**src/rtl/toff_seq_ctrl.sv**
```systemverilog
// toff_seq_ctrl: gate-program sequencer for the reversible datapath.
// A small program store of NOP/NOT/CNOT/Toffoli entries is applied one
// gate per clock to a WIDTH-bit working register, in forward or reverse
// order, and the result is handed off with a valid/ready handshake.
module toff_seq_ctrl #(
  parameter int WIDTH      = 8,
  parameter int PROG_DEPTH = 16,
  localparam int IW = (WIDTH > 1) ? $clog2(WIDTH) : 1,
  localparam int AW = (PROG_DEPTH > 1) ? $clog2(PROG_DEPTH) : 1,
  localparam int PW = 2 + 3*IW
) (
  input  logic             clk,
  input  logic             rst_n,
  input  logic             prog_we,
  input  logic [AW-1:0]    prog_addr,
  input  logic [PW-1:0]    prog_data,
  input  logic [AW:0]      prog_len,
  input  logic             start,
  input  logic             dir,
  input  logic [WIDTH-1:0] data_in,
  output logic             busy,
  output logic             out_valid,
  input  logic             out_ready,
  output logic [WIDTH-1:0] data_out,
  output logic             err
);

  typedef enum logic [1:0] {IDLE, RUN, DONE} state_t;

  localparam logic [1:0] OP_NOP  = 2'd0;
  localparam logic [1:0] OP_NOT  = 2'd1;
  localparam logic [1:0] OP_CNOT = 2'd2;
  localparam logic [1:0] OP_TOFF = 2'd3;

  // Run length clamp value, sized to match prog_len.
  localparam logic [AW:0] DEPTH_LEN = (AW+1)'(PROG_DEPTH);

  state_t state, state_next;

  logic [PW-1:0]    prog_mem [PROG_DEPTH];
  logic [WIDTH-1:0] work_reg;
  logic [AW-1:0]    pc;
  logic [AW:0]      remaining;
  logic             dir_lat;
  logic             err_reg;

  logic             accept;
  logic [AW:0]      len_sat;
  logic [AW:0]      len_m1;

  logic [PW-1:0]    entry;
  logic [1:0]       op;
  logic [IW-1:0]    tgt, ca, cb;
  logic             tgt_bad, ca_bad, cb_bad;
  logic             illegal;
  logic             flip;
  logic [WIDTH-1:0] gate_mask;

  assign accept   = (state == IDLE) && start;
  assign len_sat  = (prog_len > DEPTH_LEN) ? DEPTH_LEN : prog_len;
  assign len_m1   = len_sat - 1'b1;
  assign data_out = work_reg;
  assign err      = err_reg;

  // Program store: no reset, writes blocked while a run is in flight.
  always_ff @(posedge clk) begin
    if (prog_we && !busy && (32'(prog_addr) < 32'(PROG_DEPTH)))
      prog_mem[prog_addr] <= prog_data;
  end

  // State register.
  always_ff @(posedge clk or negedge rst_n) begin
    if (!rst_n) state <= IDLE;
    else        state <= state_next;
  end

  // Next-state logic and handshake outputs.
  always_comb begin
    state_next = state;
    busy       = 1'b0;
    out_valid  = 1'b0;
    case (state)
      IDLE: begin
        if (start) state_next = (len_sat == '0) ? DONE : RUN;
      end
      RUN: begin
        busy = 1'b1;
        if (remaining == (AW+1)'(1)) state_next = DONE;
      end
      DONE: begin
        out_valid = 1'b1;
        if (out_ready) state_next = IDLE;
      end
      default: state_next = IDLE;
    endcase
  end

  // Decode the current entry; an illegal entry degrades to a NOP.
  always_comb begin
    entry   = prog_mem[pc];
    op      = entry[PW-1 -: 2];
    tgt     = entry[3*IW-1 -: IW];
    ca      = entry[2*IW-1 -: IW];
    cb      = entry[IW-1:0];
    tgt_bad = 32'(tgt) >= 32'(WIDTH);
    ca_bad  = 32'(ca)  >= 32'(WIDTH);
    cb_bad  = 32'(cb)  >= 32'(WIDTH);
    illegal = 1'b0;
    flip    = 1'b0;
    case (op)
      OP_NOP: begin
        illegal = 1'b0;
        flip    = 1'b0;
      end
      OP_NOT: begin
        illegal = tgt_bad;
        flip    = 1'b1;
      end
      OP_CNOT: begin
        illegal = tgt_bad || ca_bad || (ca == tgt);
        flip    = ca_bad ? 1'b0 : work_reg[ca];
      end
      OP_TOFF: begin
        illegal = tgt_bad || ca_bad || cb_bad || (ca == tgt) || (cb == tgt);
        flip    = (ca_bad || cb_bad) ? 1'b0 : (work_reg[ca] & work_reg[cb]);
      end
      default: begin
        illegal = 1'b0;
        flip    = 1'b0;
      end
    endcase
  end

  // One-hot flip mask: only the target bit may toggle.
  genvar gi;
  generate
    for (gi = 0; gi < WIDTH; gi++) begin : g_mask
      assign gate_mask[gi] = flip && !illegal && (32'(tgt) == gi);
    end
  endgenerate

  // Working register, program counter, gate count and sticky error.
  always_ff @(posedge clk or negedge rst_n) begin
    if (!rst_n) begin
      work_reg  <= '0;
      pc        <= '0;
      remaining <= '0;
      dir_lat   <= 1'b0;
      err_reg   <= 1'b0;
    end else if (accept) begin
      work_reg  <= data_in;
      pc        <= dir ? len_m1[AW-1:0] : '0;
      remaining <= len_sat;
      dir_lat   <= dir;
      err_reg   <= 1'b0;
    end else if (state == RUN) begin
      work_reg  <= work_reg ^ gate_mask;
      pc        <= dir_lat ? (pc - 1'b1) : (pc + 1'b1);
      remaining <= remaining - 1'b1;
      if (illegal) err_reg <= 1'b1;
    end
  end

endmodule

```
**config.mk**
```make
export PLATFORM = sky130hd
export DESIGN_NAME = toff_seq_ctrl
export DESIGN_NICKNAME = d
export VERILOG_FILES = /design/src/rtl/toff_seq_ctrl.sv
export SDC_FILE = /design/constraint.sdc
export NUM_CORES = 1
export LEC_CHECK = 0
export CAP_MARGIN = 20
export CORE_MARGIN = 5
export CORE_UTILIZATION = 35
export DETAILED_ROUTE_END_ITERATION = 10
export DONT_BUFFER_PORTS = 1
export PLACE_DENSITY = 0.46
export SLEW_MARGIN = 15
export SYNTH_ARGS = -nofsm -noshare
export SYNTH_HDL_FRONTEND = slang
export SYNTH_SLANG_ARGS = --single-unit
```
**constraint.sdc**
```tcl
create_clock -name clk -period 5.6 [get_ports clk]
set_input_delay 1.12 -clock clk [delete_from_list [all_inputs] [get_ports clk]]
set_output_delay 1.12 -clock clk [all_outputs]
set_load 0.02 [all_outputs]
```
### Placed cells, one color a class, run 1

Fill, decap, tap and diode cells in gray.
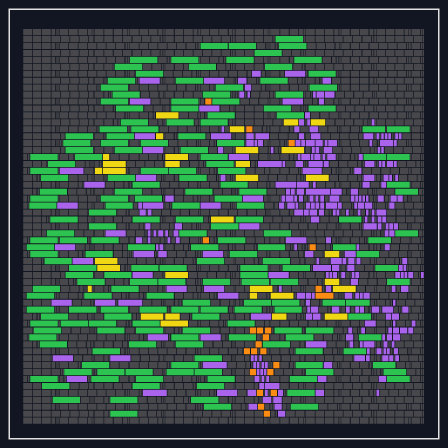
all other logic: shown in purple, cells 305, share of their area 29%. flip-flops: shown in green, cells 197, share of their area 62%. clock drivers and dummy loads: shown in yellow, cells 32, share of their area 6.8%. other buffers and delay cells: shown in orange, cells 22, share of their area 1.9%.

### Wires at chosen ports, followed through buffers, run 1

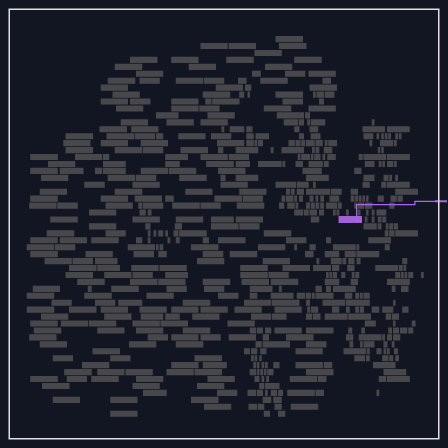
`err`: shown in purple, direction output, end cells 1, buffers 0, wire 41.0 um.

### The metal 2 layer, run 1

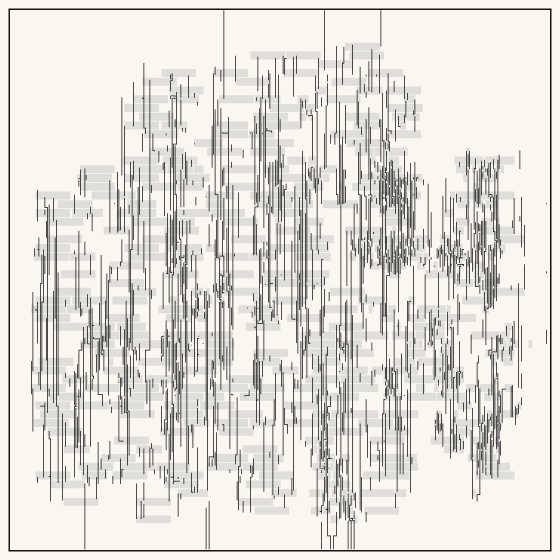
The wires run mostly vertical. The layer carries 9730 um of wire. 515 nets have wire on it. The layer holds 48% of the routed length.
met2 capacity usage during global routing: 23.76%
total vias in the final route: 4791
total routed wirelength: 20410 um

### M3 wires, run 1

Scale bar: 50 um.
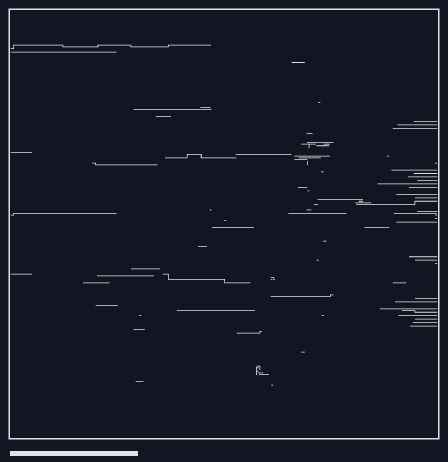
The layer carries 973 um of wire. The wires run mostly horizontal. 61 nets have wire on it. The longest straight run is 41.2 um.
M3 GR Usage: 3.892%

==> impl_metrics.json, run 1 <==
{
  "run_status": "finished, final reports clean",
  "worst_path_max_delay_cell": "dfrtp_1",
  "post_synth_xor_area_fraction_pct": 1.206,
  "post_cts_buffers": 0,
  "crit_buf_inv": 1,
  "grt_antenna_before_repair": 0,
  "path_class": "flip-flop to flip-flop",
  "final_worst_hold_slack_ns": 0.3792,
  "mostFrequentLayoutCells": "edfxtp_1 (176), nand2_1 (42), mux4_2 (38), nor2_1 (33), buf_4 (21)",
  "chipWidth_um": 167.8,
  "initialDrtViolationCount": 420,
  "route.detailed.drc": 0,
  "clk_latency_ns": 0.43,
  "critPathArrivalTime_ns": 4.07,
  "detail_route.wl_per_cell_um": 23.19,
  "worstHoldPathType": "input port to asynchronous set/reset pin",
  "ys_async_sr_fraction_pct": 10.66,
  "placed_cell_area_um2": 9123,
  "globalRouteOverflowTotal": 0,
  "synth_area_per_cell_um2": 16.57,
  "synth_sequential_area_ratio_pct": 66.67,
  "powerDensity_nw_per_um2": 521.0,
  "required_ns": 5.92,
  "pre_cts_ws_ns": 1.855,
  "cts.clk_slew.worst_paths_ns": 0.08,
  "first_global_vias": 4881,
  "drt_first_pass_iters": 5,
  "n_antenna_cell": 0,
  "timing.critical_path.fanout_max": 27,
  "post_synthesis_net_count": 567,
  "synth.area.mux_share_pct": 13.49,
  "synth_top_flop_cell": "edfxtp_1",
  "maxClockFrequency_mhz": 266.5,
  "grt_pass1_wl_um": 30750,
  "synth_adder_area_share_pct": 1.091,
  "finish.utilization_pct": 40.03,
  "timing.max_cap.violations": 0,
  "cts_hold_buffers": 0,
  "grtUsageTotal_pct": 14.68,
  "place.detailed.hpwl_um": 13330,
  "largest_register_ffs": 176,
  "enable_flop_cells": 176,
  "worst_path_top_cell_family_by_delay": "AND-OR/OR-AND gates",
  "synth_stat.cells": 526,
  "die_h_um": 167.8,
  "port_buffers": 0,
  "openroad.warnings": 28,
  "ctsLongestPathBuffers": 2,
  "netlist-cell-type-count": 70,
  "setup_slack_ns": 1.848,
  "post-layout-total-power_mw": 5.086,
  "synth_flops": 197,
  "cts_repair_resize_count": 0,
  "synth.comb.largest_family": "multiplexers",
  "timing.final.setup_violations": 0,
  "cts-buffers-inserted": 17,
  "cellLeakagePower_nw": 3.215,
  "final_common_cell": "edfxtp_1",
  "htree_num_levels": 4,
  "timing_hold_violations_final": 0,
  "area.growth.synth_to_final_pct": 12.02,
  "chip_area_um2": 28160,
  "tritoncts_num_sinks": 197,
  "setup_total_negative_slack_ns": 0,
  "ir_worst_vdd_uv": 266.0,
  "max_flop_register": "prog_mem",
  "clock_skew_ns": 0.01245,
  "finalWorstPathRequiredPeriod_ns": 3.752,
  "critical-path-max-stage-delay_ns": 0.70,
  "floorplan.core_area_um2": 24390,
  "slew_headroom_pct": 33.93,
  "synthesis.area_um2": 8716,
  "avgViaCountPerCell": 5.444,
  "ys.warnings.count": 0,
  "design.final.nets": 584,
  "placementRows": 57,
  "clock_tree.root_cell": "clkbuf_16",
  "initial_core_utilization_pct": 35.73
}
==> run 1: layout make-up <==
class | count | area (um^2) | area share [%]
sequential | 197 | 5812 | 59.53
multi-input combinational | 292 | 2679 | 27.44
clock buffer | 17 | 425.4 | 4.357
tap | 324 | 405.4 | 4.152
clock inverter | 15 | 215.2 | 2.204
timing repair buffer | 22 | 177.7 | 1.820
inverter | 13 | 48.80 | 0.4998
==> run 1: power by group <==
part           leakage [nW]  internal, mW  switching [mW]  total (mW)
Sequential             1.84          1.70           0.192        1.89
Combinational          1.08         0.856            1.07        1.92
Clock                 0.304         0.653           0.620        1.27
Total                  3.22          3.21            1.88        5.09
==> run 1: synth_stat cells, types with 9 or more instances <==
cell	count	share of area, %
xnor2_1	9	0.90
nand2_1	42	1.8
o21ai_0	13	0.75
nand4_1	9	0.65
nand3_1	13	0.75
inv_1	10	0.43
mux2i_1	13	1.5
mux4_2	38	9.8
edfxtp_1	176	61
dfrtp_1	21	6.0
a21oi_1	16	0.92
nor2_1	33	1.4
==> run 1: final timing paths <==
path	slack, ns	start	depth (start not counted)	endpoint
setup / recovery	1.85	pc[1]	10	data_out[2]
hold / removal	0.38	rst_n	0	data_out[6]
setup reg to reg	1.85	pc[1]	10	data_out[2]
hold reg to reg	0.54	remaining[4]	2	remaining[4]
max in group asynchronous	5.14	rst_n	0	pc[0]
min in group clk	0.54	remaining[4]	2	remaining[4]
==> run 1: per-layer routing <==
metal / GRT usage (%) / vias up / part of all wire, %
met4: 4.517 / 0 / 2.1
li1: - / 2123 / -
met1: 19.52 / 2515 / 45
met3: 3.892 / 26 / 4.8
met5: 0 / - / 0
met2: 23.76 / 127 / 48
--- run 2 (diff from run 1) ---
--- a/config.mk
+++ b/config.mk
@@ -10,7 +10,7 @@
 export CORE_UTILIZATION = 35
 export DETAILED_ROUTE_END_ITERATION = 10
 export DONT_BUFFER_PORTS = 1
-export PLACE_DENSITY = 0.46
+export PLACE_DENSITY = 0.48
 export SLEW_MARGIN = 15
 export SYNTH_ARGS = -nofsm -noshare
 export SYNTH_HDL_FRONTEND = slang
==> constraint.sdc (replaced) <==
create_clock -name clk -period 3.1 [get_ports clk]
set_input_delay 0.62 -clock clk [delete_from_list [all_inputs] [get_ports clk]]
set_output_delay 0.62 -clock clk [all_outputs]
set_load 0.02 [all_outputs]
==> impl_metrics.json, run 2 <==
{
  "htree_num_levels": 4,
  "post-layout-total-power_mw": 9.840,
  "clock_tree.root_cell": "clkbuf_16",
  "globalRouteOverflowTotal": 0,
  "area.sequential_um2": 5812,
  "worst_path_max_delay_cell": "dfrtp_2",
  "maxClockFrequency_mhz": 325.5,
  "avgViaCountPerCell": 5.270,
  "synthesis.area_um2": 8716,
  "worstHoldPathCells": 0,
  "setup_slack_ns": 0.02737,
  "ctsLongestPathBuffers": 2,
  "openroad.warnings": 29,
  "r2r_cells": 11,
  "initial_core_utilization_pct": 35.73,
  "ir_worst_vdd_uv": 439.2,
  "final_worst_hold_slack_ns": 0.2740,
  "slew_headroom_pct": 55.39,
  "cellLeakagePower_nw": 3.435,
  "n_antenna_cell": 0,
  "post_synthesis_net_count": 567,
  "largest_register_ffs": 176,
  "chipWidth_um": 167.8,
  "timing.critical_path.fanout_max": 6,
  "max_power_group": "combinational logic",
  "tritoncts_num_sinks": 197,
  "combPwrFrac_pct": 43.1,
  "synth_area_per_cell_um2": 16.57,
  "netlist-cell-type-count": 70,
  "placementRows": 57,
  "synth.top_cell.area_share_pct": 60.64,
  "final_common_cell": "edfxtp_1",
  "chip_area_um2": 28160,
  "total_switching_power_mw": 3.553,
  "critPathArrivalTime_ns": 3.39,
  "initialDrtViolationCount": 422,
  "place.detailed.hpwl_um": 14140,
  "floorplan.core_area_um2": 24390,
  "setup_total_negative_slack_ns": 0,
  "run_status": "finished, final reports clean",
  "logic_area_um2": 2730,
  "commonest_cells_in_the_netlist": "edfxtp_1 (176), nand2_1 (42), mux4_2 (38), nor2_1 (33), dfrtp_1 (21)",
  "clk_latency_ns": 0.43,
  "grt_antenna_before_repair": 0,
  "timing.final.setup_violations": 0,
  "design.final.nets": 620,
  "power.sequential.total_mw": 3.33,
  "max_flop_register": "prog_mem",
  "synth_top_flop_cell": "edfxtp_1",
  "grt_pass1_wl_um": 32030
}
[run 2: layer usage]
metal / track usage, % / share of wire [%] / up-vias / wire, um
met2: 25.47 / 50 / 106 / 10450
li1: - / - / 2195 / -
met4: 4.517 / 1.2 / 0 / 256
met3: 3.705 / 4.7 / 21 / 966
met5: 0 / 0 / - / 0
met1: 19.68 / 44 / 2505 / 9039
[run 2: critical path, delay by kind of cell, from the launching register on]
family | cells | cell delay (ns)
AND/OR/NAND/NOR | 2 | 0.28
multiplexers | 2 | 0.82
flip-flops | 1 | 0.50
buffers and inverters | 2 | 0.37
XOR/XNOR | 1 | 0.17
AND-OR/OR-AND | 4 | 0.81
[run 2: logic make-up after synthesis]
logic type,synth area share (%)
flops,66.67
simple gates,8.039
compound gates,6.604
mux,13.49
buf+inv,2.900
xor+xnor,1.206
fa+ha+maj,1.091
[run 2: cell type report]
cell class | instances | area share (%)
Clock buffer | 17 | 4.183
Tap cell | 324 | 3.986
Timing Repair Buffer | 58 | 5.400
Clock inverter | 15 | 1.968
Multi-Input combinational cell | 292 | 26.84
Sequential cell | 197 | 57.14
Inverter | 13 | 0.4798
[run 2: timing repair]
| item | CTS | global route |
|---|---|---|
| endpoints found under the hold margin | 21 | 0 |
| buffers inserted | 2 | 0 |
| pin swaps | 4 | 2 |
| setup endpoints to repair | 4 | 8 |
| resized | 8 | 8 |
| hold buffers | 2 | 0 |
| cloned | 1 | 0 |
[run 2: final timing paths]
kind,startpoint,slack (ns),endpoint
hold reg to reg,remaining[4],0.53,remaining[4]
setup reg to reg,pc[0],0.03,data_out[2]
min in group asynchronous,rst_n,0.61,remaining[3]
hold / removal,prog_data[9],0.27,prog_mem[15][9]
setup / recovery,pc[0],0.03,data_out[2]
max in group asynchronous,rst_n,2.31,pc[0]
### The metal 2 layer, run 2

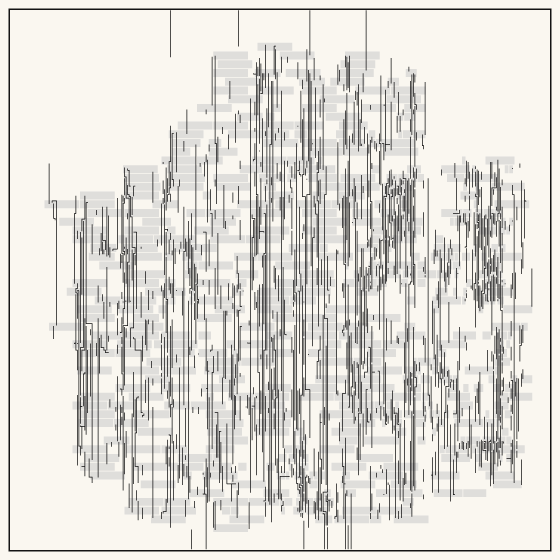
The longest straight run is 122 um. 545 nets have wire on it. The wires run mostly vertical. The layer holds 50% of the routed length. The layer carries 10400 um of wire.
total vias in the final route: 4827
met2 capacity usage during global routing: 25.47%

### Placed cells, one color a class, run 2

Fill, decap, tap and diode cells in gray.
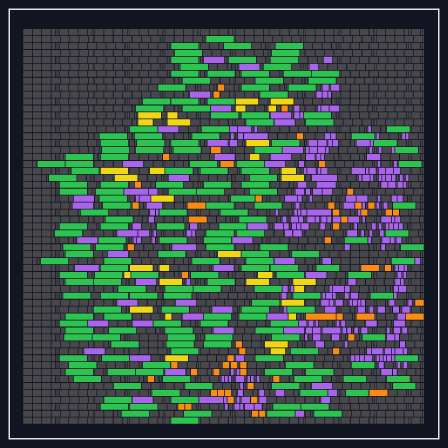
clock drivers and dummy loads: shown in yellow, cells 32, share of their area 6.4%. flip-flops: shown in green, cells 197, share of their area 60%. other buffers and delay cells: shown in orange, cells 58, share of their area 5.6%. all other logic: shown in purple, cells 305, share of their area 28%.

Power and IR drop assume default switching activity.
